==> config.mk <==
export PLATFORM = sky130hd
export DESIGN_NAME = lc3_stack_seq
export DESIGN_NICKNAME = d
export VERILOG_FILES = /design/src/rtl/lc3_stack_seq.sv
export SDC_FILE = /design/constraint.sdc
export NUM_CORES = 1
export LEC_CHECK = 0
export CORE_ASPECT_RATIO = 0.9
export CORE_MARGIN = 2
export CORE_UTILIZATION = 36
export DETAILED_ROUTE_END_ITERATION = 7
export GPL_ROUTABILITY_DRIVEN = 0
export GPL_TIMING_DRIVEN = 0
export PLACE_DENSITY = 0.8
export SLEW_MARGIN = 20
export SYNTH_ARGS = -nofsm -noshare
export SYNTH_HDL_FRONTEND = slang
export SYNTH_SLANG_ARGS = --single-unit
==> constraint.sdc <==
create_clock -name clk -period 2 [get_ports clk]
set_input_delay 0.4 -clock clk [delete_from_list [all_inputs] [get_ports clk]]
set_output_delay 0.4 -clock clk [all_outputs]
set_load 0.02 [all_outputs]
Run 1, metal layers overlaid:
Only two layers are drawn.
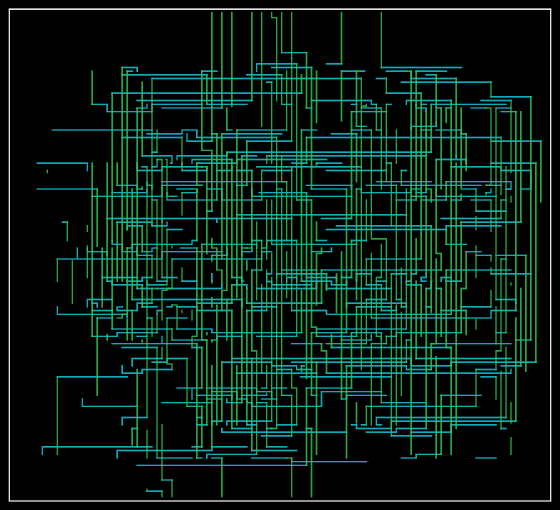
legend:
  M1:
    colour: cyan
    wire_length: 1330 um
  M2:
    colour: green
    wire_length: 1700 um
GRT Util Overall: 0.269
Total Wirelength: 3470 um
via count: 1053
drt wl/cell: 19.6 um

Run 1, pin placement:
Pins as bars across the die edge, other pins in grey.
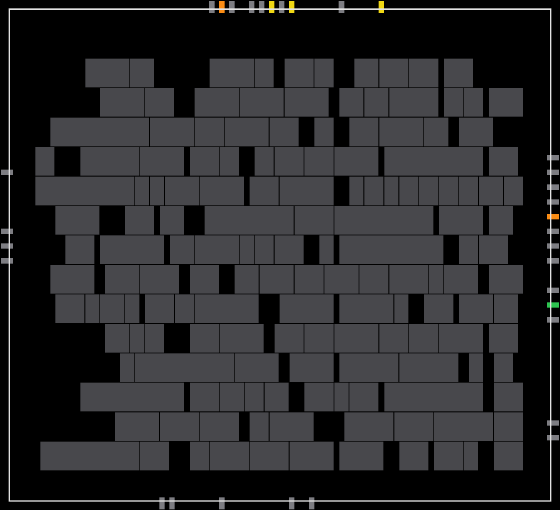
legend:
  int_req:
    colour: green
    pins: 1
    direction: input
    edge: right
  spmux:
    colour: orange
    pins: 2
    direction: output
    edge: 1 top, 1 right
  dr_sel:
    colour: yellow
    pins: 3
    direction: output
    edge: top
all pins by edge: 13 right, 10 top, 5 bottom, 4 left
Die Ht: 45.3 um
Horiz. Die Dim: 49.8 um
Port Buffer Count: 28

Run 1, cell classes on the final placement:
Fill, decap, tap and diode cells in grey.
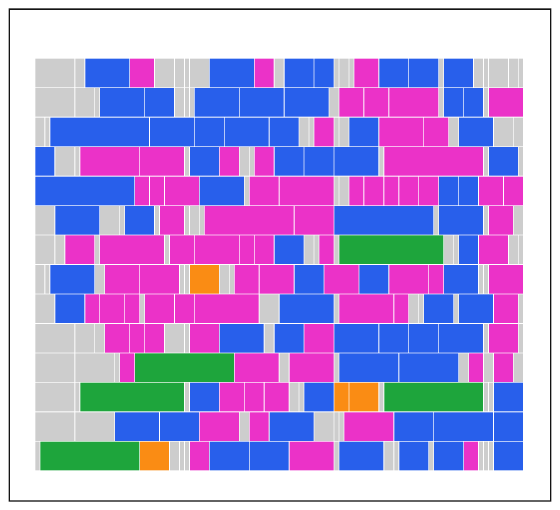
legend:
  remaining logic cells:
    colour: magenta
    cells: 76
    share_of_their_area: 42%
  clock drivers and dummy loads:
    colour: orange
    cells: 4
    share_of_their_area: 1.9%
  registers:
    colour: green
    cells: 5
    share_of_their_area: 9.1%
  remaining buffers and delay cells:
    colour: blue
    cells: 68
    share_of_their_area: 47%
design area: 0.00143 mm2
Core Box Area: 0.00172 mm2
final core occ: 0.830

==> notes.md, run 1 <==
flow finished, numbers: fin crit share 1.14, n_diodes 0, crit-path max FO 5, DRC violations left 0, Final HPWL DP 1580 um, Cell Count, Final, Fillers Out 177, IO Pins 32, TritonCTS clock tree built, Comb power frac 0.871, post-synth top area share 0.184, switching power 1.20 mW, dominant cell type by area after synthesis dfrtp_1, syn_area_per_cell 7.02 um2, largest net degree at the start of global routing 11, htree depth 1, vias in the first global route 927, FF-to-FF path depth 6, Initial Utilization 0.397, Synth Instances 97, first-pass GRT wire length 4500 um, clk slew on worst S/H paths 0.05 ns, final hold violations 0, most frequent CP cell buf_6, Main area contributors dfrtp_1, buf_4, nand2b_1, # setup viols final 13, RSZ-0062 raised after global routing yes, slowest cell on the critical path dfrtp_1, chip area 0.00226 mm2, ANT nets after route 0, Final Critical Period 2.27 ns, max-cap violations 0, Synth Warn # 0, Startpoint Class flip-flop, Power Internal 1.36 mW, critical path class flip-flop to primary output, row cnt 14, Pre-antenna DRT Iters 4, Clock Power Share 0.048, setup ws final -0.271 ns, max FFs per register 5, violated checks setup timing, GRT met2 Usage 0.477, Setup crit end kind primary output, pre-CTS WS -0.592 ns, clk root buf clkbuf_4, Final #Nets 160, sequential power share 0.080, Total Power 2.57 mW, status finished with violations, Peak VDD IR 1270 uV, GR Util met3 0.0596, drt initial violations 57, GR Util met1 0.331, initial antenna violation count 0, Synth cell types 38, Final Max Slew Viols 0, grt ovf 0, Worst EP required 1.60 ns, Num CTS Buffers 3, vias per std cell 5.95, Hold WC Path Type input pin to async pin, clock latency at the later pin of the worst-skew pair 0.25 ns, ys flops 5, fmax 440 MHz, clk sinks 5, synthesized cell area 681 um2, OpenROAD warning count 29
[run 1: routing by layer]
metal  part of all wire  routed length (um)
met1               0.38                1330
met2               0.49                1700
met3              0.099                 344
met4              0.026                  89
met5                  0                   0
[run 1: cells by family after synthesis]
logic type,Yosys count,synth area share
mux,1,0.0147
other cells,1,0.00551
flops,5,0.184
buf+inv,18,0.147
compound gates,25,0.256
simple gates,47,0.393
[run 1: Yosys cell counts (2+ instances only)]
cell type and instances:
nor2b_1 6, a21boi_0 2, nand2b_1 6, dfrtp_1 5, nand2_1 6, nand3_1 2
buf_4 8, o21ai_0 6, o32ai_1 3, nor2_1 9, nor3_1 6, buf_2 2
a21oi_1 4, clkbuf_1 8
[run 1: per-stage QoR]
stage	setup TNS, ns	hold slack, ns
6_report	-2.20	0.403
5_1_grt	-2.72	0.420
4_1_cts	-0.928	0.385
3_5_place_dp	-8.03	0.659
3_3_place_gp	-7.45	0.643
2_1_floorplan	-0.0214	0.104
[run 1: critical path: cells and delay by family, from the launching register on]
| kind | cells | cell delay, ns |
|---|---|---|
| simple gates | 1 | 0.22 |
| buf+inv | 4 | 0.56 |
| flops | 1 | 0.44 |
| mux | 1 | 0.38 |
[run 1: cells in the final DEF (no fill, tap or decap), types with 2 or more instances in the layout]
cell type,count
buf_4,26
buf_6,17
nand2b_1,6
nor2_1,6
clkbuf_4,5
nand2_1,5
o21ai_0,5
nor3_1,4
nor2b_1,4
a21oi_1,4
clkdlybuf4s50_1,4
buf_2,4
buf_8,3
clkbuf_16,3
nor2_4,3
conb_1,3
dlygate4sd2_1,3
clkbuf_2,3
dfrtp_1,3
nor2b_4,2
a21boi_0,2
nand3_1,2
o32ai_1,2
clkdlybuf4s15_2,2
dfrtp_2,2
[run 1: timing repair]
item / 4_1_cts / 5_1_grt
pin swaps: 2 / 5
resized: 129 / 37
endpoints found under the setup margin: 23 / 22
hold endpoints to repair: 0 / 0
buffers inserted: 14 / 11
cloned: 1 / 0
[run 1: final cells by class]
cell class	instances	area (um2)
fill	100	292
timing repair buffer	52	443
clock buffer	4	26.3
sequential	5	128
multi-input combinational	76	582
tap	24	30.0
buffer	16	216
[run 1: power by group through the flow]
stage,combinational (mW),clock [mW],sequential (mW)
final,2.24,0.124,0.206
after global routing,2.32,0.132,0.209
after CTS,1.81,0.130,0.180
after detailed placement,1.44,0,0.183
after global placement,1.42,0,0.179
after floorplan,0.965,0,0.171
==> run 2: changes to the inputs <==
- ABC_CLOCK_PERIOD_IN_PS: unset -> 2000
- PLACE_DENSITY: 0.8 -> 0.75
Run 2, cell classes on the final placement:
Fill, decap, tap and diode cells in grey.
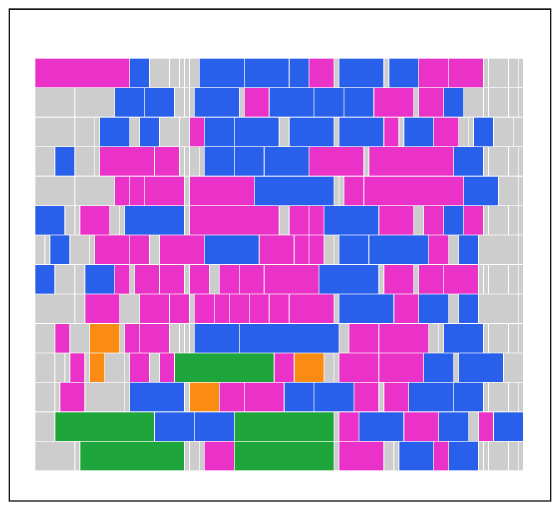
legend:
  registers:
    colour: green
    cells: 5
    share_of_their_area: 9.7%
  remaining buffers and delay cells:
    colour: blue
    cells: 60
    share_of_their_area: 43%
  remaining logic cells:
    colour: magenta
    cells: 76
    share_of_their_area: 45%
  clock drivers and dummy loads:
    colour: orange
    cells: 4
    share_of_their_area: 2.0%
final core occ: 0.775
row cnt: 14
register share of the cell area: 0.0950
design area: 0.00133 mm2

Run 2, the clock network:
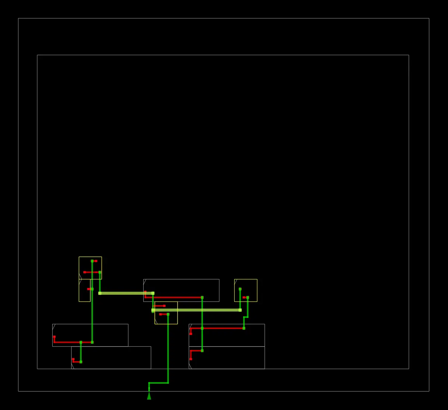
Num CTS Buffers: 3
Seq cells: 5
clkbuf count: 4
clock latency at the later pin of the worst-skew pair: 0.25 ns
Setup Skew: 0.00418 ns

==> notes.md, run 2 <==
flow finished, numbers: status finished with violations, violated checks setup timing, routed metal-1 wire length 1180 um, Port Buffer Count 28, syn_area_per_cell 7.02 um2, max FFs per register 5, most frequent CP cell buf_6, initial antenna violation count 0, highest routed layer met4, Final #Nets 152, Peak VDD IR 999 uV, chip area 0.00226 mm2, Die Ht 45.3 um, reg2reg setup slack 0 ns, grt ovf 0, ys flops 5, CP top delay family simple AND/OR/NAND/NOR gates, wire length on met2 1480 um, CTS Hold Buffers Added 0, first-pass GRT wire length 4410 um, Final Critical Period 2.27 ns, final hold violations 0, TritonCTS clock tree built, Total Wirelength 2940 um, post-synth top area share 0.184, RSZ-0062 raised after global routing yes, post-synthesis mux area share 0.0147, Setup crit end kind primary output, IO Pins 32, Synth Warn # 0, via count 972, Horiz. Die Dim 49.8 um, WL met3 222 um, number of buffers and inverters on the critical path 2, htree depth 1, Simple-Gate Fraction of Synth Area 0.393, Post-synth EDFFs 0, DRC violations left 0, Synth Area in Compound Gates 0.256, yosys cell count 97, critical path's largest stage delay 0.45 ns, dominant cell type by area after synthesis dfrtp_1, Pre-antenna DRT Iters 4, pwr dens 1750 mW/mm2, clk slew on worst S/H paths 0.05 ns, fin crit share 1.13, Hold WC Path Type input pin to async pin, pre-CTS WS -0.599 ns, # setup viols final 11, Initial Utilization 0.397, Startpoint Class flip-flop, Synth Instances 97, Post-Synth XOR/XNOR Area 0, fmax 441 MHz, layout cells sized above 1 0.524, crit-path cells or3_1 > buf_6 > or4_4 > nor2_4 > buf_6, ANT nets after route 0, FF-to-FF path depth 6, Synth Seq Share 0.184, GRT Util Overall 0.254, CTS Buffer Depth 2, vias per std cell 5.75, asr flop ratio synth 1.00, Leak Pwr 0.615 nW, Top cells excl fill/tap buf_4, buf_6, nor2_1, clkbuf_2, slowest cell on the critical path or4_4, Main area contributors dfrtp_1, buf_4, nand2b_1, Worst EP required 1.60 ns, n_diodes 0, Dominant combinational family simple AND/OR/NAND/NOR gates, P&R area growth vs syn 95.4%, Core Box Area 0.00172 mm2, Total Power 2.33 mW, CP Depth 5, max-cap violations 0, vias in the first global route 888, clk root buf clkbuf_4, OpenROAD warning count 29, Worst Path Arrival 1.87 ns, synthesized cell area 681 um2, Final Max Slew Viols 0, most frequent cell after synthesis nor2_1, largest net degree at the start of global routing 11, Synth top cells by count nor2_1, buf_4, clkbuf_1, Commonest Layout Cell buf_4, Synth cell types 38, setup ws final -0.267 ns, Chip Area, Yosys 681 um2, Dominant flop cell dfrtp_1, drt initial violations 26, Final HPWL DP 1530 um, drt wl/cell 17.4 um, adder-cell share of the synthesized area 0, clk sinks 5, crit-path max FO 6, critical path class flip-flop to primary output
-- run 2: report_power, final --
| group | total (mW) | switching (mW) | internal [mW] | leakage (nW) |
|---|---|---|---|---|
| Combinational | 2.01 | 1.01 | 1.00 | 0.540 |
| Clock | 0.121 | 0.0454 | 0.0757 | 0.0150 |
| Sequential | 0.194 | 0.0481 | 0.146 | 0.0601 |
-- run 2: timing repair --
item                       4_1_cts  5_1_grt
setup buffers                   11        3
hold endpoints to repair         0        0
pin swaps                        2        5
resized                        126       33
setup endpoints to repair       23       25
-- run 2: final cells by class --
class | count | area (um2)
fillers | 123 | 387
repair buffers | 42 | 339
flip-flops and latches | 5 | 126
well taps | 24 | 30.0
plain buffers | 18 | 223
clock buffers | 4 | 26.3
multi-input cells | 76 | 586
-- run 2: logic make-up after synthesis --
logic type,count (synthesis)
and+or+nand+nor,47
buffers and inverters,18
AOI/OAI and AO/OA,25
muxes,1
DFF,5
other,1
-- run 2: layer usage --
layer	vias up	GRT usage
li1	437	-
met1	464	0.324
met2	61	0.451
met3	10	0.0464
met4	0	0.0611
met5	-	0
-- run 2: metrics by stage --
step	setup TNS (ns)	cells	hold slack (ns)	utilization	cell area (um2)
4_1_cts	-1.08	166	0.389	0.747	1280
3_3_place_gp	-7.82	151	0.640	0.601	1030
2_1_floorplan	-0.0214	99	0.104	-	722
6_report	-1.67	169	0.387	0.775	1330
5_1_grt	-2.17	169	0.409	0.775	1330
3_5_place_dp	-7.88	151	0.645	0.601	1030
Power and IR drop assume default switching activity.
